[config.mk]
export PLATFORM = sky130hd
export DESIGN_NAME = issue_pair_splitter
export DESIGN_NICKNAME = d
export VERILOG_FILES = /design/src/rtl/issue_pair_splitter.sv
export SDC_FILE = /design/constraint.sdc
export NUM_CORES = 1
export LEC_CHECK = 0
export CORE_ASPECT_RATIO = 2
export CORE_MARGIN = 1
export CORE_UTILIZATION = 35
export CTS_BUF_LIST = sky130_fd_sc_hd__clkbuf_2 sky130_fd_sc_hd__clkbuf_4 sky130_fd_sc_hd__clkbuf_8
export DETAILED_ROUTE_END_ITERATION = 16
export PLACE_DENSITY = 0.73
export SLEW_MARGIN = 20
export SYNTH_ARGS = -nofsm -noshare
export SYNTH_HDL_FRONTEND = slang
export SYNTH_SLANG_ARGS = --single-unit
export TNS_END_PERCENT = 30
[constraint.sdc]
create_clock -name clk -period 1.7 [get_ports clk]
set_input_delay 0.34 -clock clk [delete_from_list [all_inputs] [get_ports clk]]
set_output_delay 0.34 -clock clk [all_outputs]
set_load 0.1 [all_outputs]
[src/rtl/issue_pair_splitter.sv]
// Dual-issue pairing stage: splits conflicting decode pairs, replaying slot 1 as slot 0 next issue cycle.
// Optional perf counter output split_cnt is enabled by defining ISSUE_SPLIT_PERF_EN.
module issue_pair_splitter #(
  parameter int                      DATA_WIDTH   = 32,
  parameter int                      ALU_OP_WIDTH = 5,
  parameter logic [ALU_OP_WIDTH-1:0] ALU_MUL      = 5'd16
) (
  input  logic                    clk,
  input  logic                    rst,
  input  logic                    id_valid_0,
  input  logic                    id_valid_1,
  input  logic [ALU_OP_WIDTH-1:0] id_AluOp_0,
  input  logic [ALU_OP_WIDTH-1:0] id_AluOp_1,
  input  logic [DATA_WIDTH-1:0]   id_pc_0,
  input  logic [DATA_WIDTH-1:0]   id_pc_1,
  input  logic [DATA_WIDTH-1:0]   id_inst_0,
  input  logic [DATA_WIDTH-1:0]   id_inst_1,
  input  logic                    id_LdStFlag_0,
  input  logic                    id_BranchFlag_0,
  input  logic                    ex_stall,
  input  logic                    flush,
  output logic                    id_ready,
  output logic                    is_valid_0,
  output logic                    is_valid_1,
  output logic [ALU_OP_WIDTH-1:0] is_AluOp_0,
  output logic [ALU_OP_WIDTH-1:0] is_AluOp_1,
  output logic [DATA_WIDTH-1:0]   is_pc_0,
  output logic [DATA_WIDTH-1:0]   is_pc_1,
  output logic [DATA_WIDTH-1:0]   is_inst_0,
  output logic [DATA_WIDTH-1:0]   is_inst_1
`ifdef ISSUE_SPLIT_PERF_EN
  ,
  output logic [31:0]             split_cnt
`endif
);

  typedef enum logic [0:0] {
    ST_PASS   = 1'b0,
    ST_REPLAY = 1'b1
  } state_t;

  state_t                  state_r;
  state_t                  state_nxt_s;
  logic [ALU_OP_WIDTH-1:0] buf_op_r;
  logic [DATA_WIDTH-1:0]   buf_pc_r;
  logic [DATA_WIDTH-1:0]   buf_inst_r;
  logic [ALU_OP_WIDTH-1:0] buf_op_nxt_s;
  logic [DATA_WIDTH-1:0]   buf_pc_nxt_s;
  logic [DATA_WIDTH-1:0]   buf_inst_nxt_s;

  logic                    v0_nxt_s;
  logic                    v1_nxt_s;
  logic [ALU_OP_WIDTH-1:0] op0_nxt_s;
  logic [ALU_OP_WIDTH-1:0] op1_nxt_s;
  logic [DATA_WIDTH-1:0]   pc0_nxt_s;
  logic [DATA_WIDTH-1:0]   pc1_nxt_s;
  logic [DATA_WIDTH-1:0]   inst0_nxt_s;
  logic [DATA_WIDTH-1:0]   inst1_nxt_s;

  logic                    conflict_s;
  logic                    enter_replay_s;

  // Slot 1 cannot share an issue cycle with a mem/branch slot 0 or a second mul/div op.
  always_comb begin
    conflict_s = id_valid_0 & id_valid_1 &
                 (id_LdStFlag_0 | id_BranchFlag_0 |
                  ((id_AluOp_0 >= ALU_MUL) & (id_AluOp_1 >= ALU_MUL)));
  end

  // Decode handshake: only an unstalled, unflushed PASS cycle accepts a pair.
  always_comb begin
    if (!rst && !flush && !ex_stall && (state_r == ST_PASS)) begin
      id_ready = 1'b1;
    end else begin
      id_ready = 1'b0;
    end
    enter_replay_s = id_ready & conflict_s;
  end

  // Next-state and next-issue selection; defaults hold every register.
  always_comb begin
    state_nxt_s    = state_r;
    buf_op_nxt_s   = buf_op_r;
    buf_pc_nxt_s   = buf_pc_r;
    buf_inst_nxt_s = buf_inst_r;
    v0_nxt_s       = is_valid_0;
    v1_nxt_s       = is_valid_1;
    op0_nxt_s      = is_AluOp_0;
    op1_nxt_s      = is_AluOp_1;
    pc0_nxt_s      = is_pc_0;
    pc1_nxt_s      = is_pc_1;
    inst0_nxt_s    = is_inst_0;
    inst1_nxt_s    = is_inst_1;
    if (flush) begin
      state_nxt_s    = ST_PASS;
      buf_op_nxt_s   = {ALU_OP_WIDTH{1'b0}};
      buf_pc_nxt_s   = {DATA_WIDTH{1'b0}};
      buf_inst_nxt_s = {DATA_WIDTH{1'b0}};
      v0_nxt_s       = 1'b0;
      v1_nxt_s       = 1'b0;
      op0_nxt_s      = {ALU_OP_WIDTH{1'b0}};
      op1_nxt_s      = {ALU_OP_WIDTH{1'b0}};
      pc0_nxt_s      = {DATA_WIDTH{1'b0}};
      pc1_nxt_s      = {DATA_WIDTH{1'b0}};
      inst0_nxt_s    = {DATA_WIDTH{1'b0}};
      inst1_nxt_s    = {DATA_WIDTH{1'b0}};
    end else if (ex_stall) begin
      state_nxt_s = state_r;
    end else begin
      // Slot 1 is zeroed in every path below unless a real pair issues together.
      v1_nxt_s    = 1'b0;
      op1_nxt_s   = {ALU_OP_WIDTH{1'b0}};
      pc1_nxt_s   = {DATA_WIDTH{1'b0}};
      inst1_nxt_s = {DATA_WIDTH{1'b0}};
      case (state_r)
        ST_PASS: begin
          if (conflict_s) begin
            v0_nxt_s       = 1'b1;
            op0_nxt_s      = id_AluOp_0;
            pc0_nxt_s      = id_pc_0;
            inst0_nxt_s    = id_inst_0;
            buf_op_nxt_s   = id_AluOp_1;
            buf_pc_nxt_s   = id_pc_1;
            buf_inst_nxt_s = id_inst_1;
            state_nxt_s    = ST_REPLAY;
          end else if (id_valid_0) begin
            v0_nxt_s    = 1'b1;
            op0_nxt_s   = id_AluOp_0;
            pc0_nxt_s   = id_pc_0;
            inst0_nxt_s = id_inst_0;
            if (id_valid_1) begin
              v1_nxt_s    = 1'b1;
              op1_nxt_s   = id_AluOp_1;
              pc1_nxt_s   = id_pc_1;
              inst1_nxt_s = id_inst_1;
            end else begin
              v1_nxt_s = 1'b0;
            end
          end else if (id_valid_1) begin
            v0_nxt_s    = 1'b1;
            op0_nxt_s   = id_AluOp_1;
            pc0_nxt_s   = id_pc_1;
            inst0_nxt_s = id_inst_1;
          end else begin
            v0_nxt_s    = 1'b0;
            op0_nxt_s   = {ALU_OP_WIDTH{1'b0}};
            pc0_nxt_s   = {DATA_WIDTH{1'b0}};
            inst0_nxt_s = {DATA_WIDTH{1'b0}};
          end
        end
        ST_REPLAY: begin
          v0_nxt_s       = 1'b1;
          op0_nxt_s      = buf_op_r;
          pc0_nxt_s      = buf_pc_r;
          inst0_nxt_s    = buf_inst_r;
          buf_op_nxt_s   = {ALU_OP_WIDTH{1'b0}};
          buf_pc_nxt_s   = {DATA_WIDTH{1'b0}};
          buf_inst_nxt_s = {DATA_WIDTH{1'b0}};
          state_nxt_s    = ST_PASS;
        end
        default: begin
          state_nxt_s = ST_PASS;
          v0_nxt_s    = 1'b0;
          op0_nxt_s   = {ALU_OP_WIDTH{1'b0}};
          pc0_nxt_s   = {DATA_WIDTH{1'b0}};
          inst0_nxt_s = {DATA_WIDTH{1'b0}};
        end
      endcase
    end
  end

  // Issue registers, replay buffer and state.
  always_ff @(posedge clk) begin
    if (rst) begin
      state_r    <= ST_PASS;
      buf_op_r   <= {ALU_OP_WIDTH{1'b0}};
      buf_pc_r   <= {DATA_WIDTH{1'b0}};
      buf_inst_r <= {DATA_WIDTH{1'b0}};
      is_valid_0 <= 1'b0;
      is_valid_1 <= 1'b0;
      is_AluOp_0 <= {ALU_OP_WIDTH{1'b0}};
      is_AluOp_1 <= {ALU_OP_WIDTH{1'b0}};
      is_pc_0    <= {DATA_WIDTH{1'b0}};
      is_pc_1    <= {DATA_WIDTH{1'b0}};
      is_inst_0  <= {DATA_WIDTH{1'b0}};
      is_inst_1  <= {DATA_WIDTH{1'b0}};
    end else begin
      state_r    <= state_nxt_s;
      buf_op_r   <= buf_op_nxt_s;
      buf_pc_r   <= buf_pc_nxt_s;
      buf_inst_r <= buf_inst_nxt_s;
      is_valid_0 <= v0_nxt_s;
      is_valid_1 <= v1_nxt_s;
      is_AluOp_0 <= op0_nxt_s;
      is_AluOp_1 <= op1_nxt_s;
      is_pc_0    <= pc0_nxt_s;
      is_pc_1    <= pc1_nxt_s;
      is_inst_0  <= inst0_nxt_s;
      is_inst_1  <= inst1_nxt_s;
    end
  end

`ifdef ISSUE_SPLIT_PERF_EN
  logic [31:0] split_cnt_r;

  assign split_cnt = split_cnt_r;

  // Saturating count of split pairs; only rst clears it.
  always_ff @(posedge clk) begin
    if (rst) begin
      split_cnt_r <= 32'd0;
    end else if (enter_replay_s && (split_cnt_r != 32'hFFFF_FFFF)) begin
      split_cnt_r <= split_cnt_r + 32'd1;
    end else begin
      split_cnt_r <= split_cnt_r;
    end
  end
`else
  logic unused_s;

  assign unused_s = enter_replay_s;
`endif

endmodule

==> GITHUB_STEP_SUMMARY <==
### Yosys + OpenROAD results

| Metric | Value |
|---|---|
| Reg area | 4210 um^2 |
| Initial antenna violation count | 6 |
| MaxCap Viol Count | 0 |
| Root buf cell | clkbuf_8 |
| YS chip area | a little over 10000 um^2 |
| Yosys top cell by instances | dfxtp_1 |
| Predominant post-synthesis flop cell | dfxtp_1 |
| First-pass GRT wire length | 58000 um |
| Internal power | ~8.4 mW |
| Tapcell Cnt | 356 |
| Yosys warning tally | 0 |
| Comb_multi_in | 775 |
| Area leader, netlist | dfxtp_1 |
| Ys flops | 210 |
| Tool warning count | 28 |
| Area Overhead vs Synth | 56.2% |
| R2R Path Start | state_r |
| Crit path DAT | roughly 1.3 ns |
| Data buffer area share | 33.3% |
| Commonest Layout Cell | dfxtp_1 |
| Post-synth ARST share | 0% |
| Layout clock area frac | 4.32% |
| Synth Area in Adders | 0% |
| WL/cell | 20.5 um |
| Clock Power | 4.52 mW |
| Clock tree buffer depth | 3 |
| Setup Buffers After CTS | 3 |
| Total power | ~12 mW |
| Layout cell share with drive strength beyond 1 | 20.1% |
| Synthesized cell area | approximately 10000 um^2 |
| Vias per cell | 5.97 |
| Vias | 11.0k |
| Pwr top | registers |
| Total Wirelength | ~38000 um |
| Setup crit start kind | flop |
| XOR Share, Synth | 0% |
| Total Routing Usage GR | 24.6% |
| Largest net degree at the start of global routing | 79 |
| Basic Gates by Area | roughly 17% |
| CP Cell Sequence | nor3_4 > buf_12 |
| DRT Pass-1 Iters | 5 |
| Routability cong. | 0.804 |
| Seq/total area | a little over a quarter |
| Vias in the first global route | 10.7k |
| Fmax achieved | 606 MHz |
| Finished Cell Area | 15900 um^2 |
| # resized after CTS | 2 |
| Iteration-0 DRC Markers | between 1k and 1.5k |
| GRT overflow | 0 |
| CTS tree | yes |
| Non-filler cells, final | about 1.8k |
| LEAKAGE | a little over 5 nW |
| Hold Fails Final Rpt | 0 |
| Global routing usage on met2 | 43.6% |
| Number of CTS-inserted buffers | 31 |
| Logic area | 4980 um^2 |
| Mean post-synth cell area | 8.36 um^2 |
| Cell count of the worst reg-to-reg path | 5 |
| DRT antenna net count | 0 |
| CTS Sinks | 210 |
| NetSw | ~3.4 mW |
| Crit path capture | id_ready |
| Busiest grt layer | met2 |
| Max FO, Critical Path | 2 |
| Clock share of power | 38.3% |
| Critical path's top delay family | flip-flops |
| Hold path start | ex_stall |
| Area-dominant cell class after layout | non-clock buffers |
| Final WS setup | approximately 0.050 ns |
| Unique cell types | 29 |
| MUX area fraction | 0% |
| Met3 usage | 2.49% |
| Hold Path End | is_valid_0 |
| Unrepaired setup endpoints after global routing | no |
| Syn Inst Count | 1217 |
| Clk slew on worst S/H paths | 0.07 ns |
| Cell count listed in synth_stat.txt | approximately 1.2k |
| Run status | complete, no violations |
| Dpl ws | -0.194 ns |
| Final Skew | between 0.03 and 0.04 ns |
| Top logic family | AND-OR/OR-AND gates |
| Cell depth of the worst setup path | 2 |
| Inverters | 71 |
| Top cells by area | dfxtp_1 (41%), a21oi_1 (7.0%), a221o_1 (6.8%) |
| Period utilization | between 90 and 100% |
| Period minus WS final | between 1.5 and 2 ns |
| # hold bufs at CTS | 0 |
| Clock latency on the worst-skew pair | 0.59 ns |
| Setup TNS | 0 ns |
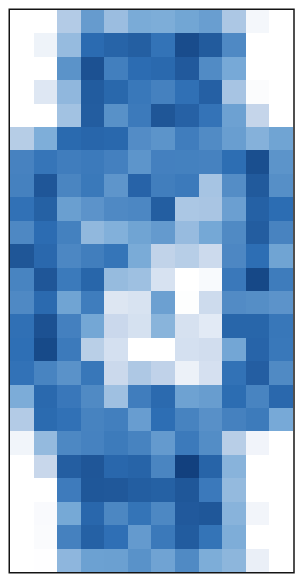
Figure 1: cell density map.
The die is cut into 12 by 24 equal tiles; white is low, dark blue is high, 0 to 100% covered.
fullest tile: 94%
mean over tiles: 52%
tiles over 75% full: 22%
emptiest ninth of the die: centre
final core occ: 55.9%
CORE AREA: 28400 um^2
Pre-Place Util: 35.8%

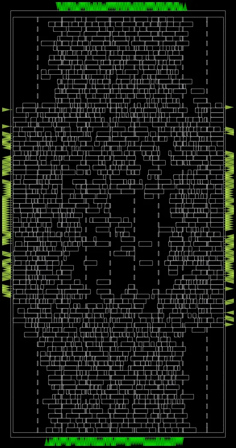
Figure 2: cell placement.
# fillers: 2426
Flop Count: 210
Row Count: 87

Power figures rest on the tool's default switching activity, not on a simulated workload.
